**src/rtl/sd_photo_pkg.sv**
```systemverilog
// Shared constants, types and BMP header helpers for the photo capture (SDRAM -> SD) path.
package sd_photo_pkg;

    localparam int unsigned BMP_HEAD_NUM = 54;
    localparam int unsigned SEC_BYTES    = 512;
    localparam int unsigned SEC_WORDS    = SEC_BYTES / 2;
    localparam int unsigned HDR_WORDS    = BMP_HEAD_NUM / 2;

    typedef enum logic [1:0] {
        ST_IDLE  = 2'd0,
        ST_START = 2'd1,
        ST_SEC   = 2'd2,
        ST_DONE  = 2'd3
    } photo_state_e;

    typedef enum logic [1:0] {
        PH_BG = 2'd0,
        PH_RB = 2'd1,
        PH_GR = 2'd2
    } pack_phase_e;

    typedef struct packed {
        logic [7:0] r;
        logic [7:0] g;
        logic [7:0] b;
    } rgb888_t;

    function automatic rgb888_t expand565(logic [15:0] px);
        rgb888_t c;
        c.r = {px[15:11], px[15:13]};
        c.g = {px[10:5],  px[10:9]};
        c.b = {px[4:0],   px[4:2]};
        return c;
    endfunction

    function automatic logic [31:0] file_bytes(logic [31:0] h, logic [31:0] v);
        return 32'(BMP_HEAD_NUM) + 32'd3 * h * v;
    endfunction

    function automatic logic [31:0] sec_num(logic [31:0] h, logic [31:0] v);
        return (file_bytes(h, v) + 32'(SEC_BYTES) - 32'd1) / 32'(SEC_BYTES);
    endfunction

    // Byte idx of the 54-byte BMP header; everything after "BM" is 32-bit little-endian
    // fields, with planes/bpp treated as one 32-bit word.
    function automatic logic [7:0] bmp_hdr_byte(logic [31:0] idx, logic [31:0] h, logic [31:0] v);
        logic [31:0] fld;
        logic [31:0] k;
        logic [1:0]  bsel;
        logic [7:0]  res;
        k    = (idx - 32'd2) >> 2;
        bsel = 2'(idx - 32'd2);
        case (k)
            32'd0:         fld = file_bytes(h, v);
            32'd2:         fld = 32'(BMP_HEAD_NUM);
            32'd3:         fld = 32'd40;
            32'd4:         fld = h;
            32'd5:         fld = v;
            32'd6:         fld = 32'h0018_0001;
            32'd8:         fld = 32'd3 * h * v;
            32'd9, 32'd10: fld = 32'd2835;
            default:       fld = 32'd0;
        endcase
        res = 8'(fld >> {bsel, 3'b000});
        if (idx == 32'd0) res = 8'h42;
        if (idx == 32'd1) res = 8'h4D;
        if (idx >= 32'(BMP_HEAD_NUM)) res = 8'h00;
        return res;
    endfunction

endpackage

```
**src/rtl/sd_write_photo_if.sv**
```systemverilog
// SDRAM read port and SD sector-write port seen by the photo writer.
interface sd_write_photo_if;

    logic        sdram_rd_load;
    logic        sdram_rd_en;
    logic [15:0] sdram_rd_data;
    logic        wr_start_en;
    logic [31:0] wr_sec_addr;
    logic        wr_busy;
    logic        wr_req;
    logic [15:0] wr_data;

    modport master (
        output sdram_rd_load, sdram_rd_en, wr_start_en, wr_sec_addr, wr_data,
        input  sdram_rd_data, wr_busy, wr_req
    );

    modport slave (
        input  sdram_rd_load, sdram_rd_en, wr_start_en, wr_sec_addr, wr_data,
        output sdram_rd_data, wr_busy, wr_req
    );

endinterface

```
**src/rtl/rgb565_bmp_packer.sv**
```systemverilog
// Packs RGB565 pixel pairs into three BGR888 file words and paces the SDRAM reads.
module rgb565_bmp_packer
    import sd_photo_pkg::*;
#(
    parameter int unsigned PIX_NUM = 307200
) (
    input  logic        clk,
    input  logic        rst_n,
    input  logic        clear_i,
    input  logic        prefetch_i,
    input  logic        adv_i,
    input  logic [15:0] rd_data_i,
    output logic        rd_en_o,
    output logic [15:0] word_c_o
);

    localparam int unsigned CW = $clog2(PIX_NUM + 1);

    pack_phase_e   phase_q;
    logic [15:0]   p0_q;
    logic [15:0]   p1_q;
    logic          rd_en_q;
    logic          rd_vld_q;
    logic          rd_sel_q;
    logic [CW-1:0] rd_cnt_q;
    rgb888_t       c0_c;
    rgb888_t       c1_c;

    assign rd_en_o = rd_en_q;

    // Current file word for the active phase of the pixel pair.
    always_comb begin
        c0_c     = expand565(p0_q);
        c1_c     = expand565(p1_q);
        word_c_o = 16'h0000;
        case (phase_q)
            PH_BG:   word_c_o = {c0_c.b, c0_c.g};
            PH_RB:   word_c_o = {c0_c.r, c1_c.b};
            PH_GR:   word_c_o = {c1_c.g, c1_c.r};
            default: word_c_o = 16'h0000;
        endcase
    end

    // rd_sel_q stays put for the 2-cycle read latency; wr_req spacing keeps issues further apart.
    always_ff @(posedge clk) begin
        if (!rst_n) begin
            phase_q  <= PH_BG;
            p0_q     <= 16'h0000;
            p1_q     <= 16'h0000;
            rd_en_q  <= 1'b0;
            rd_vld_q <= 1'b0;
            rd_sel_q <= 1'b0;
            rd_cnt_q <= '0;
        end else begin
            rd_en_q  <= 1'b0;
            rd_vld_q <= rd_en_q;
            if (rd_vld_q) begin
                if (rd_sel_q) p1_q <= rd_data_i;
                else          p0_q <= rd_data_i;
            end
            if (clear_i) begin
                phase_q  <= PH_BG;
                rd_cnt_q <= '0;
            end else if (prefetch_i) begin
                rd_en_q  <= 1'b1;
                rd_sel_q <= 1'b0;
                rd_cnt_q <= rd_cnt_q + CW'(1);
            end else if (adv_i) begin
                case (phase_q)
                    PH_BG: begin
                        phase_q  <= PH_RB;
                        rd_en_q  <= 1'b1;
                        rd_sel_q <= 1'b1;
                        rd_cnt_q <= rd_cnt_q + CW'(1);
                    end
                    PH_RB: phase_q <= PH_GR;
                    default: begin
                        phase_q <= PH_BG;
                        if (rd_cnt_q < CW'(PIX_NUM)) begin
                            rd_en_q  <= 1'b1;
                            rd_sel_q <= 1'b0;
                            rd_cnt_q <= rd_cnt_q + CW'(1);
                        end
                    end
                endcase
            end
        end
    end

endmodule

```
**src/rtl/sd_write_photo.sv**
```systemverilog
// Streams one SDRAM RGB565 frame as a 24-bit BMP file into consecutive SD sectors.
module sd_write_photo
    import sd_photo_pkg::*;
#(
    parameter logic [31:0] PHOTO_SECTION_ADDR = 32'd16448,
    parameter int unsigned H_PIXEL            = 640,
    parameter int unsigned V_PIXEL            = 480
) (
    input  logic              clk,
    input  logic              rst_n,
    input  logic              capture_start,
    output logic              busy,
    output logic              done,
    sd_write_photo_if.master  sd_if
);

    localparam int unsigned PIX_NUM   = H_PIXEL * V_PIXEL;
    localparam int unsigned PIX_WORDS = 3 * PIX_NUM / 2;
    localparam int unsigned PIX_END   = HDR_WORDS + PIX_WORDS;
    localparam int unsigned SEC_NUM   = sec_num(H_PIXEL, V_PIXEL);
    localparam int unsigned TOT_WORDS = SEC_NUM * SEC_WORDS;
    localparam int unsigned WCW       = $clog2(TOT_WORDS + 1);
    localparam int unsigned SCW       = $clog2(SEC_NUM + 1);

    photo_state_e   state_q;
    logic           busy_q;
    logic           done_q;
    logic           load_q;
    logic           start_en_q;
    logic [31:0]    sec_addr_q;
    logic [SCW-1:0] sec_cnt_q;
    logic [WCW-1:0] word_cnt_q;
    logic [15:0]    wr_data_q;
    logic           wr_busy_d0_q;
    logic           wr_busy_d1_q;

    logic           busy_neg_c;
    logic           req_c;
    logic           pix_region_c;
    logic           pack_clear_c;
    logic           pack_prefetch_c;
    logic           pack_adv_c;
    logic           pack_rd_en;
    logic [15:0]    pack_word_c;
    logic [31:0]    hdr_idx_c;
    logic [15:0]    word_sel_c;

    assign sd_if.sdram_rd_load = load_q;
    assign sd_if.sdram_rd_en   = pack_rd_en;
    assign sd_if.wr_start_en   = start_en_q;
    assign sd_if.wr_sec_addr   = sec_addr_q;
    assign sd_if.wr_data       = wr_data_q;
    assign busy                = busy_q;
    assign done                = done_q;

    // Sector-finished detect and packer controls.
    always_comb begin
        busy_neg_c      = wr_busy_d1_q & ~wr_busy_d0_q;
        req_c           = (state_q == ST_SEC) && sd_if.wr_req;
        pix_region_c    = (word_cnt_q >= WCW'(HDR_WORDS)) && (word_cnt_q < WCW'(PIX_END));
        pack_clear_c    = (state_q == ST_IDLE) && capture_start;
        pack_prefetch_c = (state_q == ST_START) && (sec_cnt_q == '0);
        pack_adv_c      = req_c && pix_region_c;
    end

    // File word for the current word count: header, pixel data, then sector padding.
    always_comb begin
        hdr_idx_c  = 32'(word_cnt_q) << 1;
        word_sel_c = 16'h0000;
        if (word_cnt_q < WCW'(HDR_WORDS)) begin
            word_sel_c = {bmp_hdr_byte(hdr_idx_c, H_PIXEL, V_PIXEL),
                          bmp_hdr_byte(hdr_idx_c + 32'd1, H_PIXEL, V_PIXEL)};
        end else if (pix_region_c) begin
            word_sel_c = pack_word_c;
        end
    end

    rgb565_bmp_packer #(
        .PIX_NUM (PIX_NUM)
    ) u_packer (
        .clk        (clk),
        .rst_n      (rst_n),
        .clear_i    (pack_clear_c),
        .prefetch_i (pack_prefetch_c),
        .adv_i      (pack_adv_c),
        .rd_data_i  (sd_if.sdram_rd_data),
        .rd_en_o    (pack_rd_en),
        .word_c_o   (pack_word_c)
    );

    always_ff @(posedge clk) begin
        if (!rst_n) begin
            state_q      <= ST_IDLE;
            busy_q       <= 1'b0;
            done_q       <= 1'b0;
            load_q       <= 1'b0;
            start_en_q   <= 1'b0;
            sec_addr_q   <= 32'd0;
            sec_cnt_q    <= '0;
            word_cnt_q   <= '0;
            wr_data_q    <= 16'h0000;
            wr_busy_d0_q <= 1'b0;
            wr_busy_d1_q <= 1'b0;
        end else begin
            wr_busy_d0_q <= sd_if.wr_busy;
            wr_busy_d1_q <= wr_busy_d0_q;
            load_q       <= 1'b0;
            start_en_q   <= 1'b0;
            done_q       <= 1'b0;
            case (state_q)
                ST_IDLE: begin
                    if (capture_start) begin
                        state_q    <= ST_START;
                        busy_q     <= 1'b1;
                        load_q     <= 1'b1;
                        sec_cnt_q  <= '0;
                        word_cnt_q <= '0;
                        sec_addr_q <= PHOTO_SECTION_ADDR;
                    end
                end
                ST_START: begin
                    start_en_q <= 1'b1;
                    state_q    <= ST_SEC;
                end
                ST_SEC: begin
                    if (req_c) begin
                        wr_data_q  <= word_sel_c;
                        word_cnt_q <= word_cnt_q + WCW'(1);
                    end
                    if (busy_neg_c) begin
                        sec_cnt_q  <= sec_cnt_q + SCW'(1);
                        sec_addr_q <= sec_addr_q + 32'd1;
                        if (sec_cnt_q == SCW'(SEC_NUM - 1)) begin
                            state_q <= ST_DONE;
                            done_q  <= 1'b1;
                            busy_q  <= 1'b0;
                        end else begin
                            state_q <= ST_START;
                        end
                    end
                end
                default: state_q <= ST_IDLE;
            endcase
        end
    end

endmodule

```
**src/flat_wrapper.sv**
```systemverilog
// flat-port wrapper written by rule: the top's interface ports become plain ports
module sd_write_photo_flat import sd_photo_pkg::*;
#(
    parameter logic [31:0] PHOTO_SECTION_ADDR = 32'd16448,
    parameter int unsigned H_PIXEL            = 640,
    parameter int unsigned V_PIXEL            = 480
)
  (clk, rst_n, capture_start, busy, done, sd_if_sdram_rd_load, sd_if_sdram_rd_en, sd_if_wr_start_en, sd_if_wr_sec_addr, sd_if_wr_data, sd_if_sdram_rd_data, sd_if_wr_busy, sd_if_wr_req);
  sd_write_photo_if sd_if_i ();
  input  logic clk;
  input  logic rst_n;
  input  logic capture_start;
  output logic busy;
  output logic done;
  output wire logic [$bits(sd_if_i.sdram_rd_load)-1:0] sd_if_sdram_rd_load;
  output wire logic [$bits(sd_if_i.sdram_rd_en)-1:0] sd_if_sdram_rd_en;
  output wire logic [$bits(sd_if_i.wr_start_en)-1:0] sd_if_wr_start_en;
  output wire logic [$bits(sd_if_i.wr_sec_addr)-1:0] sd_if_wr_sec_addr;
  output wire logic [$bits(sd_if_i.wr_data)-1:0] sd_if_wr_data;
  input wire logic [$bits(sd_if_i.sdram_rd_data)-1:0] sd_if_sdram_rd_data;
  input wire logic [$bits(sd_if_i.wr_busy)-1:0] sd_if_wr_busy;
  input wire logic [$bits(sd_if_i.wr_req)-1:0] sd_if_wr_req;
  assign sd_if_sdram_rd_load = sd_if_i.sdram_rd_load;
  assign sd_if_sdram_rd_en = sd_if_i.sdram_rd_en;
  assign sd_if_wr_start_en = sd_if_i.wr_start_en;
  assign sd_if_wr_sec_addr = sd_if_i.wr_sec_addr;
  assign sd_if_wr_data = sd_if_i.wr_data;
  assign sd_if_i.sdram_rd_data = sd_if_sdram_rd_data;
  assign sd_if_i.wr_busy = sd_if_wr_busy;
  assign sd_if_i.wr_req = sd_if_wr_req;
  sd_write_photo #(.PHOTO_SECTION_ADDR(PHOTO_SECTION_ADDR), .H_PIXEL(H_PIXEL), .V_PIXEL(V_PIXEL)) u_core (.clk(clk), .rst_n(rst_n), .capture_start(capture_start), .busy(busy), .done(done), .sd_if(sd_if_i));
endmodule
```
**config.mk**
```make
export PLATFORM = sky130hd
export DESIGN_NAME = sd_write_photo_flat
export DESIGN_NICKNAME = d
export VERILOG_FILES = /design/src/rtl/sd_photo_pkg.sv /design/src/rtl/sd_write_photo_if.sv /design/src/rtl/rgb565_bmp_packer.sv /design/src/rtl/sd_write_photo.sv /design/src/flat_wrapper.sv
export SDC_FILE = /design/constraint.sdc
export NUM_CORES = 1
export LEC_CHECK = 0
export CAP_MARGIN = 15
export CORE_MARGIN = 10
export CORE_UTILIZATION = 56
export DETAILED_ROUTE_END_ITERATION = 7
export MAX_ROUTING_LAYER = met4
export PLACE_DENSITY = 0.8
export SETUP_SLACK_MARGIN = 0.2
export SLEW_MARGIN = 40
export SYNTH_ARGS = -nofsm -noshare
export SYNTH_HDL_FRONTEND = slang
export SYNTH_SLANG_ARGS = --single-unit
```
**constraint.sdc**
```tcl
create_clock -name clk -period 3 [get_ports clk]
set_clock_uncertainty 0.2 [all_clocks]
set_input_delay 0.6 -clock clk [delete_from_list [all_inputs] [get_ports clk]]
set_output_delay 0.6 -clock clk [all_outputs]
set_load 0.01 [all_outputs]
```
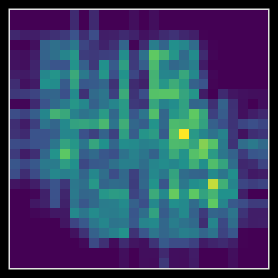
**Above:** routed metal per tile.
(2 px per µm) 26 x 26 tiles, from dark purple (low) to yellow (high), scaled to the fullest tile. Values are wire area over tile area, all layers added.
- fullest tile: 0.67
- nearly empty tiles: 23%
- emptiest ninth of the die: upper right
- mean over tiles: 0.17

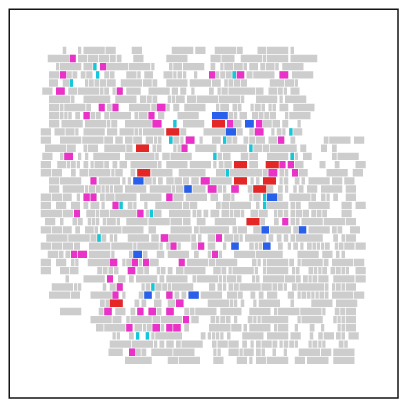
**Above:** logic cells by family.
(3 px per µm)
- cyan: inverters (cells 20; most used inv_1)
- magenta: AND and OR gates (cells 63; most used or3_1)
- blue: AND-OR and OR-AND gates (cells 13; most used a21o_1)
- red: adder and majority cells (cells 11; most used ha_1)
top logic cell by instance count in the layout: dfxtp_1
combinational share of cell area: 43.6%
fin cells: 1059

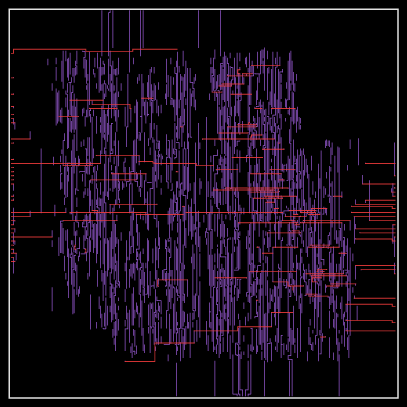
**Above:** signal wires by layer.
(3 px per µm) Only two layers are drawn.
- red: met3 (wire length 1150 µm)
- purple: met2 (wire length 8400 µm)
wire per inst: 16.3 µm
Total GRT Usage: 21.8%

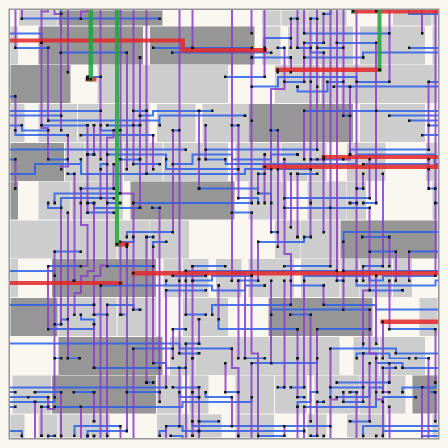
**Above:** zoomed window.
Region (50, 50) to (80, 80) µm. Cells in grey, sequential cells in the stronger grey; small squares are vias.
- blue: met1
- green: met4
- purple: met2
- red: met3
- sequential cells in the window: 11
- cells with their middle in the window: 76
- most frequent: dfxtp_1 (11), buf_4 (10), nor2_1 (7)
- netlist names of flops here include: u_core.sd_if.wr_data (2), u_core.state_q (2), u_core.u_packer.phase_q (2)

==> Slide: Implementation Results <==
Key Metrics from the Run

Yosys
  – Yosys cell types: 58
  – Post-Synth Adder-Cell Area: 2.07%
  – Ys cells: 826
  – Register area share after synthesis: 42.7%
  – Total number of yosys warnings: 0
  – Synthesized Nets: 858
  – Most frequent cells after synthesis: dfxtp_1 (142), nand2_1 (124), nor2_1 (92)
  – Yosys top cell by area: dfxtp_1
  – Biggest area cells: dfxtp_1 (43%), nand2_1 (7.0%), a21oi_1 (6.7%)
  – Post-synth EDFFs: 0
  – Avg Synthesized Cell Area: 8.06 µm²
  – Simple-Gate Area Share: 26.9%
  – Top-count cell post-synth: dfxtp_1
  – Flops after synth: 142
  – Cell count after synthesis: 826
  – Synth async-reset ratio: 0%
  – Post-synth top flop: dfxtp_1
  – YS chip area: 0.00666 mm²
  – Aoi share: 15.9%
  – Mux share: 1.80%
  – Synthesized area: 0.00666 mm²
  – Top logic family: simple AND/OR/NAND/NOR gates
  – Largest type area fraction: 42.7%

Drt
  – Via Count: 6213
  – First DRT Iteration DRCs: 486
  – Residual DRC count: 0
  – DRT Pass-1 Iters: 5
  – Antenna viol nets, final: 0
  – Detailed Route WL: 17.3 mm

Clock tree
  – Post-CTS Hold Fix Bufs: 0
  – Setup bufs post-CTS: 0
  – Clock root buffer: clkbuf_16
  – Cts bufs inserted: 17
  – Worst skew pair latency: 0.43 ns
  – Clk slew on worst S/H paths: 0.05 ns
  – Clock buffer depth: 2
  – CTS tree: yes
  – Htree depth: 4
  – Clock sink total: 142

Worst setup path
  – Slowest CP cell: dfxtp_1
  – CP endpoint kind: register
  – Setup crit start kind: register
  – Critical path type: register to register
  – Crit Path Max Fanout: 26
  – Setup crit start: u_core.word_cnt_q[3]
  – Required time of the critical path: 3.15 ns
  – R2R Path Start: u_core.word_cnt_q[3]
  – Buf/Inv on CP: 1
  – CP arrival: 2.77 ns
  – Worst setup path endpoint: u_core.u_packer.rd_cnt_q[15]
  – Crit-path max cell delay: 0.62 ns
  – Crit path depth: 7
  – Reg2reg path depth: 7
  – Cell seen most often among critical-path stages: a21oi_1
  – Worst-path cell chain: nand2_1 > a21oi_1 > or2_1 > a41oi_4 > buf_4 > or4_1 > a21oi_1
  – CP delay by family, top: simple AND/OR/NAND/NOR gates
  – Reg2reg end: u_core.u_packer.rd_cnt_q[15]
  – R2R Setup Slk: 0.39 ns

Final timing
  – Final WS setup: 0.385 ns
  – Worst-margin pin slew: 0.667 ns
  – Highest Clock Rate: 382 MHz
  – Fin Setup TNS: 0 ns
  – Max Slew Vio Count: 0
  – Hold_ws: 0.256 ns
  – Final Hold Fails: 0
  – Slew margin rel.: 55.6%
  – Min Clock Period, post-route: 2.61 ns
  – RSZ-0062 raised after global routing: no
  – Final setup fails: 0
  – Final period util: 87.2%

GRT
  – Largest net degree at the start of global routing: 40
  – Grt ovf: 0
  – Initial antenna violation count: 0
  – First-pass GRT wire length: 28.9 mm
  – Vias in the first global route: 6042

Finish
  – Comb gates: 622
  – Sequential share of cell area: 34.7%
  – Comb area: 0.00357 mm²
  – Clock buf count: 26
  – Area growth, synth to finish: 22.9%
  – Flop count: 142
  – Top cell category: multi-input combinational cells
  – Layout cells sized above 1: 7.21%
  – Nets@finish: 935
  – Non-clock inverters: 20
  – Post-route cell area: 0.00818 mm²
  – Clk tree area frac: 6.80%
  – Inserted Diodes: 0
  – Register area: 0.00284 mm²
  – Fillcell total: 889
  – Most frequent logic cells in the routed design: dfxtp_1 (142), nand2_1 (123), nor2_1 (92), a21oi_1 (89), clkdlybuf4s50_1 (73)
  – Final Util: 71.1%
  – Number of non-clock buffers: 100

Placement
  – RD Place Congestion: 0.917
  – Dpl cells: 1027
  – HPWL Detailed: 12.1 mm
  – PortBufs: 73
  – Setup slack at placement: 0.00458 ns
  – DP Area: 0.00762 mm²

Power and ir drop
  – Gate power share: 5.6%
  – Pint: 0.00323 W
  – P_comb: 0.000232 W
  – Power share of the clock group: 48.0%
  – Pwr top: clock
  – Switching Fraction: 22.2%
  – Max VDD drop: 0.000360 V
  – Reg power frac: 46.4%
  – Clock Power: 0.00199 W
  – Lkg Pwr: 2.81 nW
  – Pwr dens: 508 mW/mm²
  – Seq group: 0.00193 W
  – NetSw: 0.000920 W
  – Pwr Total: 0.00415 W

Floorplan
  – Die H: 129 µm
  – Well-Tap Cells: 143
  – Die area: 0.0167 mm²
  – I/O pin count: 74
  – Initial core utilization: 57.8%
  – Row Count: 39
  – CORE AREA: 0.0115 mm²
  – Die width: 129 µm

Worst hold path
  – Worst Hold Path Cells: 2
  – Worst hold path type: register to register
  – Hold EP: u_core.u_packer.p0_q[11]
  – HP Start: u_core.u_packer.p0_q[11]

Outcome
  – Status: completed

Flow run
  – Max-cap violations: 0
-- repair_timing --
action	4_1_cts	5_1_grt
resized	0	1
endpoints found under the setup margin	0	1
hold endpoints to repair	0	0
-- sequential cells by signal, summed over array words and instances, names as in the netlist, 11 cells and up --
signal and count:
u_core.sd_if.wr_data 16, u_core.sd_if.wr_sec_addr 32, u_core.sec_cnt_q 11, u_core.u_packer.p0_q 16, u_core.u_packer.p1_q 16, u_core.u_packer.rd_cnt_q 19, u_core.word_cnt_q 19
-- metal layers --
layer	GRT usage, %	share of wire (%)
met5	-	0
met4	6.96	1.4
met3	5.22	6.6
met2	35.2	49
met1	26.3	43
-- worst min-delay path, cell delays in order (launching register included) --
cell	delay (ns)
dfxtp_1	0.31
nand2_1	0.05
a21oi_1	0.05
No activity file was given, so power comes from the tool's default toggle rates.
